`src/rtl/duty_pkg.sv`:
```
// Shared types and widths for the duty-cycle meter and its divider.
package duty_pkg;

    localparam int CNT_W        = 32;
    localparam int DIVIDEND_W   = 42;
    localparam int DIVISOR_W    = 33;
    localparam int DUTY_W       = 16;
    localparam int SCALE_DEF    = 1000;
    localparam int SETTLE_CNT_W = 8;

    typedef enum logic [2:0] {
        IDLE,
        WAIT,
        LOAD,
        DIV,
        DONE
    } state_t;

endpackage

```
`src/rtl/duty_meter_if.sv`:
```
// Gate/count inputs and result outputs of the duty meter; master drives the gate side.
interface duty_meter_if;
    import duty_pkg::*;

    logic              fgate;
    logic [CNT_W-1:0]  cnt_high;
    logic [CNT_W-1:0]  cnt_low;
    logic [DUTY_W-1:0] duty;
    logic              valid;
    logic              busy;
    logic              err;
    logic              ovr;

    modport master (
        output fgate, cnt_high, cnt_low,
        input  duty, valid, busy, err, ovr
    );

    modport slave (
        input  fgate, cnt_high, cnt_low,
        output duty, valid, busy, err, ovr
    );

endinterface

```
`src/rtl/div_restoring.sv`:
```
// Unsigned restoring divider, one quotient bit per clock, MSB first, truncating.
module div_restoring
    import duty_pkg::*;
#(
    parameter int DIVIDEND_BITS = DIVIDEND_W,
    parameter int DIVISOR_BITS  = DIVISOR_W,
    parameter int QUOT_BITS     = DUTY_W
) (
    input  logic                     clk,
    input  logic                     rst,
    input  logic                     start,
    input  logic [DIVIDEND_BITS-1:0] dividend,
    input  logic [DIVISOR_BITS-1:0]  divisor,
    output logic [QUOT_BITS-1:0]     quotient,
    output logic                     done
);

    localparam int                CNT_BITS = $clog2(DIVIDEND_BITS);
    localparam logic [CNT_BITS-1:0] LAST   = CNT_BITS'(DIVIDEND_BITS - 1);

    // dq_q starts as the dividend and is shifted left, collecting quotient bits at the bottom
    logic [DIVIDEND_BITS-1:0] dq_q;
    logic [DIVISOR_BITS-1:0]  rem_q;
    logic [DIVISOR_BITS-1:0]  dv_q;
    logic [CNT_BITS-1:0]      cnt_q;
    logic                     run_q;

    logic                     bit_d;
    logic [DIVISOR_BITS-1:0]  rem_d;

    always_comb begin
        bit_d = ({rem_q, dq_q[DIVIDEND_BITS-1]} >= {1'b0, dv_q});
        rem_d = {rem_q[DIVISOR_BITS-2:0], dq_q[DIVIDEND_BITS-1]};
        if (bit_d) begin
            rem_d = DIVISOR_BITS'({rem_q, dq_q[DIVIDEND_BITS-1]} - {1'b0, dv_q});
        end
    end

    always_ff @(posedge clk or posedge rst) begin
        if (rst) begin
            dq_q  <= '0;
            rem_q <= '0;
            dv_q  <= '0;
            cnt_q <= '0;
            run_q <= 1'b0;
        end else if (start) begin
            dq_q  <= dividend;
            rem_q <= '0;
            dv_q  <= divisor;
            cnt_q <= '0;
            run_q <= 1'b1;
        end else if (run_q) begin
            dq_q  <= {dq_q[DIVIDEND_BITS-2:0], bit_d};
            rem_q <= rem_d;
            cnt_q <= cnt_q + 1'b1;
            if (cnt_q == LAST) begin
                run_q <= 1'b0;
            end
        end
    end

    // done marks the cycle whose edge produces the final quotient bit
    assign done     = run_q && (cnt_q == LAST);
    assign quotient = dq_q[QUOT_BITS-1:0];

endmodule

```
`src/rtl/duty_meter.sv`:
```
// Duty-cycle meter: on gate close waits SETTLE clocks, latches the counts and
// divides high*SCALE by (high+low), reporting per-mille duty with a divide-by-zero flag.
module duty_meter
    import duty_pkg::*;
#(
    parameter int SETTLE = 2,
    parameter int SCALE  = SCALE_DEF
) (
    input logic         clk,
    input logic         rst,
    duty_meter_if.slave bus
);

    localparam logic [SETTLE_CNT_W-1:0] SETTLE_LAST = SETTLE_CNT_W'(SETTLE - 1);

    state_t                  state_q;
    logic                    fgate_q;
    logic [SETTLE_CNT_W-1:0] settle_q;
    logic                    zero_q;
    logic [DUTY_W-1:0]       duty_q;
    logic                    valid_q;
    logic                    busy_q;
    logic                    err_q;
    logic                    ovr_q;

    logic                    close_d;
    logic [DIVIDEND_W-1:0]   dividend_d;
    logic [DIVISOR_W-1:0]    divisor_d;
    logic                    div_start_d;
    logic                    div_done_d;
    logic [DUTY_W-1:0]       quot_d;

    assign close_d     = fgate_q & ~bus.fgate;
    assign dividend_d  = DIVIDEND_W'(bus.cnt_high) * DIVIDEND_W'(SCALE);
    // carry kept so two full-scale counts do not wrap
    assign divisor_d   = {1'b0, bus.cnt_high} + {1'b0, bus.cnt_low};
    assign div_start_d = (state_q == LOAD) && (divisor_d != '0);

    div_restoring #(
        .DIVIDEND_BITS (DIVIDEND_W),
        .DIVISOR_BITS  (DIVISOR_W),
        .QUOT_BITS     (DUTY_W)
    ) u_div (
        .clk      (clk),
        .rst      (rst),
        .start    (div_start_d),
        .dividend (dividend_d),
        .divisor  (divisor_d),
        .quotient (quot_d),
        .done     (div_done_d)
    );

    always_ff @(posedge clk or posedge rst) begin
        if (rst) begin
            state_q  <= IDLE;
            fgate_q  <= 1'b0;
            settle_q <= '0;
            zero_q   <= 1'b0;
            duty_q   <= '0;
            valid_q  <= 1'b0;
            busy_q   <= 1'b0;
            err_q    <= 1'b0;
            ovr_q    <= 1'b0;
        end else begin
            fgate_q <= bus.fgate;
            valid_q <= 1'b0;
            ovr_q   <= close_d && (state_q != IDLE);
            case (state_q)
                IDLE: begin
                    if (close_d) begin
                        state_q  <= (SETTLE == 0) ? LOAD : WAIT;
                        settle_q <= '0;
                        busy_q   <= 1'b1;
                    end
                end
                WAIT: begin
                    if (settle_q == SETTLE_LAST) begin
                        state_q <= LOAD;
                    end else begin
                        settle_q <= settle_q + 1'b1;
                    end
                end
                LOAD: begin
                    zero_q  <= (divisor_d == '0);
                    state_q <= (divisor_d == '0) ? DONE : DIV;
                end
                DIV: begin
                    if (div_done_d) begin
                        state_q <= DONE;
                    end
                end
                DONE: begin
                    duty_q  <= zero_q ? '0 : quot_d;
                    err_q   <= zero_q;
                    valid_q <= 1'b1;
                    busy_q  <= 1'b0;
                    state_q <= IDLE;
                end
                default: begin
                    state_q <= IDLE;
                    busy_q  <= 1'b0;
                end
            endcase
        end
    end

    assign bus.duty  = duty_q;
    assign bus.valid = valid_q;
    assign bus.busy  = busy_q;
    assign bus.err   = err_q;
    assign bus.ovr   = ovr_q;

endmodule

```
`src/flat_wrapper.sv`:
```
// flat-port wrapper written by rule: the top's interface ports become plain ports
module duty_meter_flat import duty_pkg::*;
#(
    parameter int SETTLE = 2,
    parameter int SCALE  = SCALE_DEF
)
  (clk, rst, bus_fgate, bus_cnt_high, bus_cnt_low, bus_duty, bus_valid, bus_busy, bus_err, bus_ovr);
  duty_meter_if bus_i ();
  input logic clk;
  input logic rst;
  input wire logic [$bits(bus_i.fgate)-1:0] bus_fgate;
  input wire logic [$bits(bus_i.cnt_high)-1:0] bus_cnt_high;
  input wire logic [$bits(bus_i.cnt_low)-1:0] bus_cnt_low;
  output wire logic [$bits(bus_i.duty)-1:0] bus_duty;
  output wire logic [$bits(bus_i.valid)-1:0] bus_valid;
  output wire logic [$bits(bus_i.busy)-1:0] bus_busy;
  output wire logic [$bits(bus_i.err)-1:0] bus_err;
  output wire logic [$bits(bus_i.ovr)-1:0] bus_ovr;
  assign bus_i.fgate = bus_fgate;
  assign bus_i.cnt_high = bus_cnt_high;
  assign bus_i.cnt_low = bus_cnt_low;
  assign bus_duty = bus_i.duty;
  assign bus_valid = bus_i.valid;
  assign bus_busy = bus_i.busy;
  assign bus_err = bus_i.err;
  assign bus_ovr = bus_i.ovr;
  duty_meter #(.SETTLE(SETTLE), .SCALE(SCALE)) u_core (.clk(clk), .rst(rst), .bus(bus_i));
endmodule
```
`config.mk`:
```
export PLATFORM = sky130hd
export DESIGN_NAME = duty_meter_flat
export DESIGN_NICKNAME = d
export VERILOG_FILES = /design/src/rtl/duty_pkg.sv /design/src/rtl/duty_meter_if.sv /design/src/rtl/div_restoring.sv /design/src/rtl/duty_meter.sv /design/src/flat_wrapper.sv
export SDC_FILE = /design/constraint.sdc
export NUM_CORES = 1
export LEC_CHECK = 0
export CAP_MARGIN = 20
export CORE_UTILIZATION = 45
export CTS_CLUSTER_DIAMETER = 40
export DETAILED_ROUTE_END_ITERATION = 7
export GPL_ROUTABILITY_DRIVEN = 0
export MAX_ROUTING_LAYER = met4
export PLACE_DENSITY = 0.63
export SYNTH_ARGS = -nofsm -noshare
export SYNTH_HDL_FRONTEND = slang
export SYNTH_HIERARCHICAL = 1
export SYNTH_SLANG_ARGS = --single-unit
```
`constraint.sdc`:
```
create_clock -name clk -period 3.7 [get_ports clk]
set_input_delay 0.74 -clock clk [delete_from_list [all_inputs] [get_ports clk]]
set_output_delay 0.74 -clock clk [all_outputs]
set_load 0.05 [all_outputs]
```
==> flow_summary.toml, run 1 <==
# flow metrics
[timing]
fmax_mhz = 200
tightest_slew_ns = 0.895
hold_viol = 0
holdWs_ns = 0.487
setup_viol = 119
layout_setup_ws_ns = -1.29
finalClockPeriodUsage_pct = 135
drv_slew = 0

[worst_setup_path]
crit_fanout = 4
path_cells = "buf_6 > clkinvlp_4 > buf_6 > fa_2 > fa_2 > fa_2 > fa_1 > inv_2 > ha_4 > buf_4 > a21o_1 > a211o_1 > a31oi_4 > buf_6 > buf_6 > buf_6 > o21ai_2 > a21oi_2 > o21bai_1 > a21oi_2 > xnor2_1 > nand2_1 > o21ai_1"
reg2reg_depth = 13
ff2ff_setup_slack_ns = 0.35
cp-endpoint = "u_core/u_div/dq_q[31]$_DFFE_PP0P_"
crit_start = "bus_cnt_high[9]"
slowest_stage = "fa_2"

[synth]
ys_chip_area_um2 = 15700
fa_ha_area_share_pct = 27.6
syn_area_um2 = 15700
synthTopCellsByCount = "228 x inv_1, 176 x nand2_1, 154 x ha_1, 150 x o21ai_0, 148 x dfrtp_1"
syn_avg_cell_area_um2 = 8.82
synth.area.top_cells = "dfrtp_1 24%, fa_1 15%, ha_1 12%"
ys_async_sr_fraction_pct = 100
top_cell = "inv_1"
synth.top_cell.area_share_pct = 23.6
top_area_cell = "dfrtp_1"

[finish]
final_layout_size_suffix_gt1_share_pct = 33.6
antenna_cells = 0
largestRegisters = "u_core/u_div/dq_q (42), u_core/u_div/dv_q (33), u_core/u_div/rem_q (33)"

[route]
ant_nets = 0
wl_met2_mm = 22.8
drc = 1

[worst_hold_path]
min_to = "u_core/bus.duty[12]$_DFFE_PP0P_"
min_from = "u_core/bus.duty[12]$_DFFE_PP0P_"

[status]
violations = "DRC, setup timing"
status = "complete, but fails checks"

[die]
io-pin-count = 87
rows = 68
dieWidth_um = 189

[cts]
cts_tree = "built"
cts_setup_buffers = 63

[power_and_ir_drop]
power_density_nw_per_um2 = 906
ir_drop_uv = 505
power.leakage_nw = 10.7

[global_routing]
met3_usage_pct = 2.50
antenna_found_initial = 0
track_usage_pct = 27.0

[placed_design]
port_buffers = 86
-- run 1: power breakdown --
group | total [W] | switching (W) | internal, W
logic | 0.0159 | 0.00794 | 0.00794
registers | 0.00274 | 0.000496 | 0.00225
clock network | 0.00175 | 0.000796 | 0.000955
total | 0.0204 | 0.00924 | 0.0111
-- run 1: layout make-up --
cell class | count | area [µm²]
Clock buffer | 17 | 425
Clock inverter | 15 | 163
Fill cell | 2722 | 12000
Inverter | 228 | 902
Multi-Input combinational cell | 1334 | 12100
Sequential cell | 148 | 3710
Tap cell | 455 | 569
Timing Repair Buffer | 502 | 4580
-- run 1: critical path, delay by kind of cell --
family | cells | cell delay [ns]
compound gates | 8 | 1.40
xor+xnor | 1 | 0.14
fa+ha+maj | 5 | 2.13
buf+inv | 8 | 0.87
simple gates | 1 | 0.07
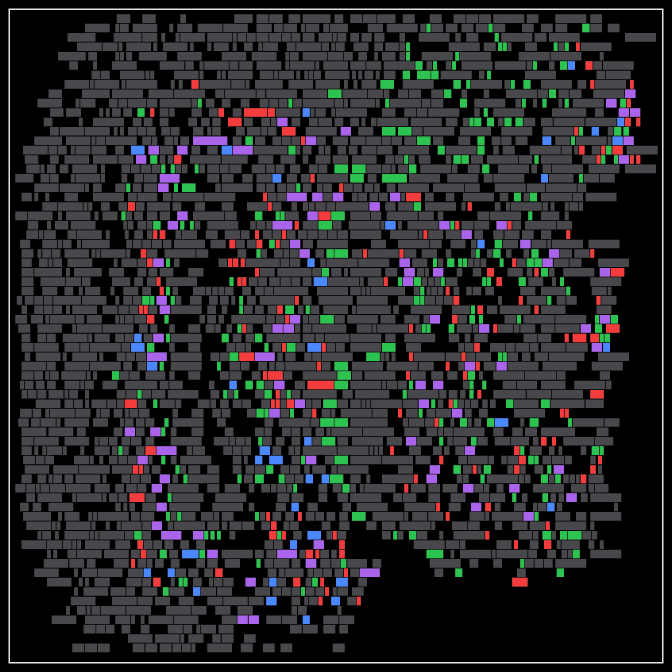
(run_1/gate_families.png)
[NAND gates] green | cells: 254 | most used: nand2_1
[AND and OR gates] blue | cells: 40 | most used: and3_1 | where: spread over the die
[NOR gates] red | cells: 155 | most used: nor2_1 | where: spread over the die
[XOR/XNOR gates] purple | cells: 90 | most used: xnor2_1
Comb area share: 54.0%
Commonest Layout Cell: buf_4
Layout Cells excl Fill: 2699

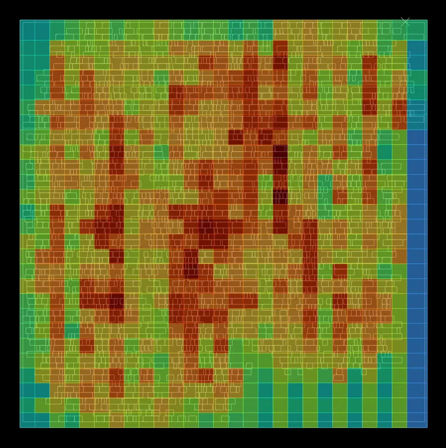
(run_1/final_congestion.png)
DR WL/cell: 16.9 µm
M1 GR Usage: 34.6%

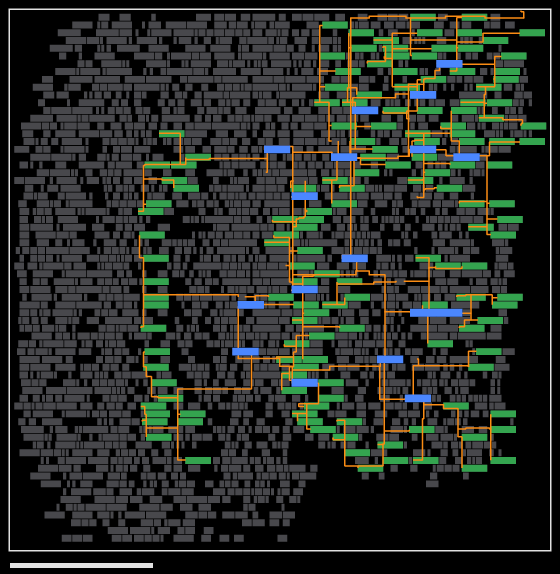
(run_1/clock_map.png)
Scale bar: 50 µm.
[cells driving clock nets] blue | count: 17
[clock wires] orange | length: 2080 µm
[flip-flops] green | count: 148
flops lie: spread over the die
routed clock nets: 18

==> run 1 -> run 2 <==
Settings changed: CTS_CLUSTER_SIZE set to 10, RECOVER_POWER set to 100.
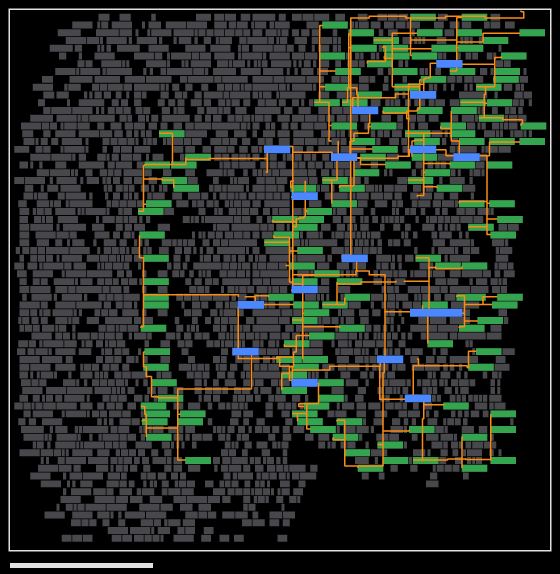
(run_2/clock_map.png)
Scale bar: 50 µm.
[cells driving clock nets] blue | count: 17
[clock wires] orange | length: 2070 µm
[flip-flops] green | count: 148
flops lie: spread over the die
routed clock nets: 18
Late-Pin Clk Latency: 0.44 ns
clock network fraction of total power: 8.6%
P_clk: 0.00175 W
skew final: 0.0113 ns

==> flow_summary.toml, run 2 <==
# flow metrics
[worst_setup_path]
crit_buf_inv = 8

[cts]
cts_tree = "built"

[status]
violations = "DRC, capacitance limit, slew limit, setup timing"
status = "complete, but fails checks"

[job]
max_cap_violations = 1

[global_routing]
antenna_found_initial = 0
track_usage_pct = 27.0

[timing]
setup_viol = 119
fmax_mhz = 200
layout_setup_ws_ns = -1.29
drv_slew = 116

[route]
drc = 1
ant_nets = 0
wl_per_cell_um = 16.9

[finish]
seq_share_pct = 16.5
comb_cells = 1334
nFlopsAndLatches = 148
signal_buffers = 502
clock_cell_area_share_pct = 2.62

[power_and_ir_drop]
p_seq_w = 0.00274
netSwitchingFraction_pct = 45.3

[die]
io-pin-count = 87

[synth]
top_area_cell = "dfrtp_1"
ys_chip_area_um2 = 15700
syn_avg_cell_area_um2 = 8.82
run 2: worst min path at each step:
stage                                         to  slack, ns  depth (start not counted)
3_3_place_gp          u_core/bus.err$_DFFE_PP0P_       0.47                          2
2_1_floorplan  u_core/u_div/dv_q[22]$_DFFE_PP0P_       0.48                          2
6_report         u_core/bus.duty[12]$_DFFE_PP0P_       0.48                          2
4_1_cts          u_core/bus.duty[12]$_DFFE_PP0P_       0.49                          2
3_5_place_dp     u_core/bus.duty[12]$_DFFE_PP0P_       0.47                          2
5_1_grt          u_core/bus.duty[12]$_DFFE_PP0P_       0.49                          2
run 2: what timing repair did:
action / CTS / global route
hold buffers: 0 / 0
gates cloned: 15 / 1
pin swaps: 109 / 99
setup endpoints to repair: 119 / 119
setup buffers: 63 / 18
gates resized: 315 / 117
==> run 2 -> run 3 <==
Settings changed: CAP_MARGIN 20 to not set.
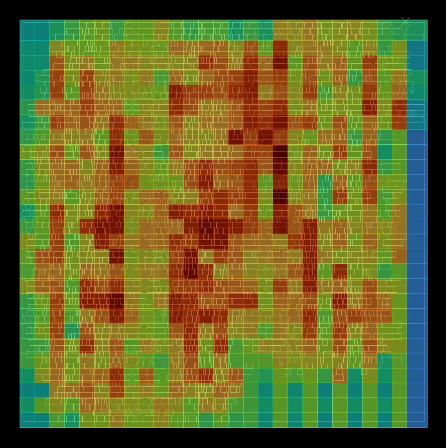
(run_3/final_congestion.png)
total track usage: 27.0%
Post-Route Utilization: 65.2%
GR peak layer: met2
GRT met3 Usage: 2.50%

==> flow_summary.toml, run 3 <==
# flow metrics
[finish]
antenna_cells = 0
seq_area_um2 = 3710
final_layout_size_suffix_gt1_share_pct = 33.6
area.combinational_um2 = 12100

[worst_hold_path]
hold_depth = 2
min_to = "u_core/bus.duty[12]$_DFFE_PP0P_"
min_from = "u_core/bus.duty[12]$_DFFE_PP0P_"

[route]
drc = 1
ant_nets = 0

[synth]
top_cell = "inv_1"
synthTopCellsByCount = "228 x inv_1, 176 x nand2_1, 154 x ha_1, 150 x o21ai_0, 148 x dfrtp_1"
top_area_cell = "dfrtp_1"
ys_async_sr_fraction_pct = 100
synth.top_cell.area_share_pct = 23.6
syn_avg_cell_area_um2 = 8.82

[power_and_ir_drop]
comb_power_w = 0.0159
clkPwrFrac_pct = 8.6
p_seq_w = 0.00274
p_int_w = 0.0111
netSwitchingFraction_pct = 45.3
top_power_group = "combinational logic"
combPwrFrac_pct = 77.9
net-switching-power_w = 0.00922
power_density_nw_per_um2 = 906

[worst_setup_path]
crit_buf_inv = 8
crit_start = "bus_cnt_high[9]"
slowest_stage = "fa_2"
cp-endpoint = "u_core/u_div/dq_q[31]$_DFFE_PP0P_"
reg2reg_depth = 13
ff2ff_setup_slack_ns = 0.34
cp.depth = 23

[timing]
finalClockPeriodUsage_pct = 135
fmax_mhz = 200
hold_viol = 0
drv_slew = 116
holdWs_ns = 0.482
layout_setup_ws_ns = -1.29
tightest_slew_ns = 1.64
setup_viol = 119

[die]
dieWidth_um = 189
rows = 68
io-pin-count = 87

[global_routing]
antenna_found_initial = 0

[cts]
clock_latency_ns = 0.44
postCtsHoldBufs = 0
cts_setup_buffers = 63
post_cts_resized = 315

[status]
violations = "DRC, capacitance limit, slew limit, setup timing"
status = "complete, but fails checks"

[job]
max_cap_violations = 1
run 3: cell counts in the layout (fill, tap and decap cells not counted):
Identical to the previous run, type by type.
run 3: per-layer routing:
| layer | GRT usage [%] | share of wire (%) |
|---|---|---|
| met1 | 34.6 | 44 |
| met5 | - | 0 |
| met4 | 9.09 | 3.0 |
| met2 | 44.9 | 50 |
| met3 | 2.50 | 3.0 |
run 3: area by class of cell:
| class | instances | share of cell area [%] |
|---|---|---|
| tap | 455 | 2.53 |
| inverter | 228 | 4.02 |
| sequential | 148 | 16.5 |
| multi-input combinational | 1334 | 54.0 |
| clock inverter | 15 | 0.724 |
| timing repair buffer | 502 | 20.3 |
| clock buffer | 17 | 1.89 |
No activity file was given, so power comes from the tool's default toggle rates.
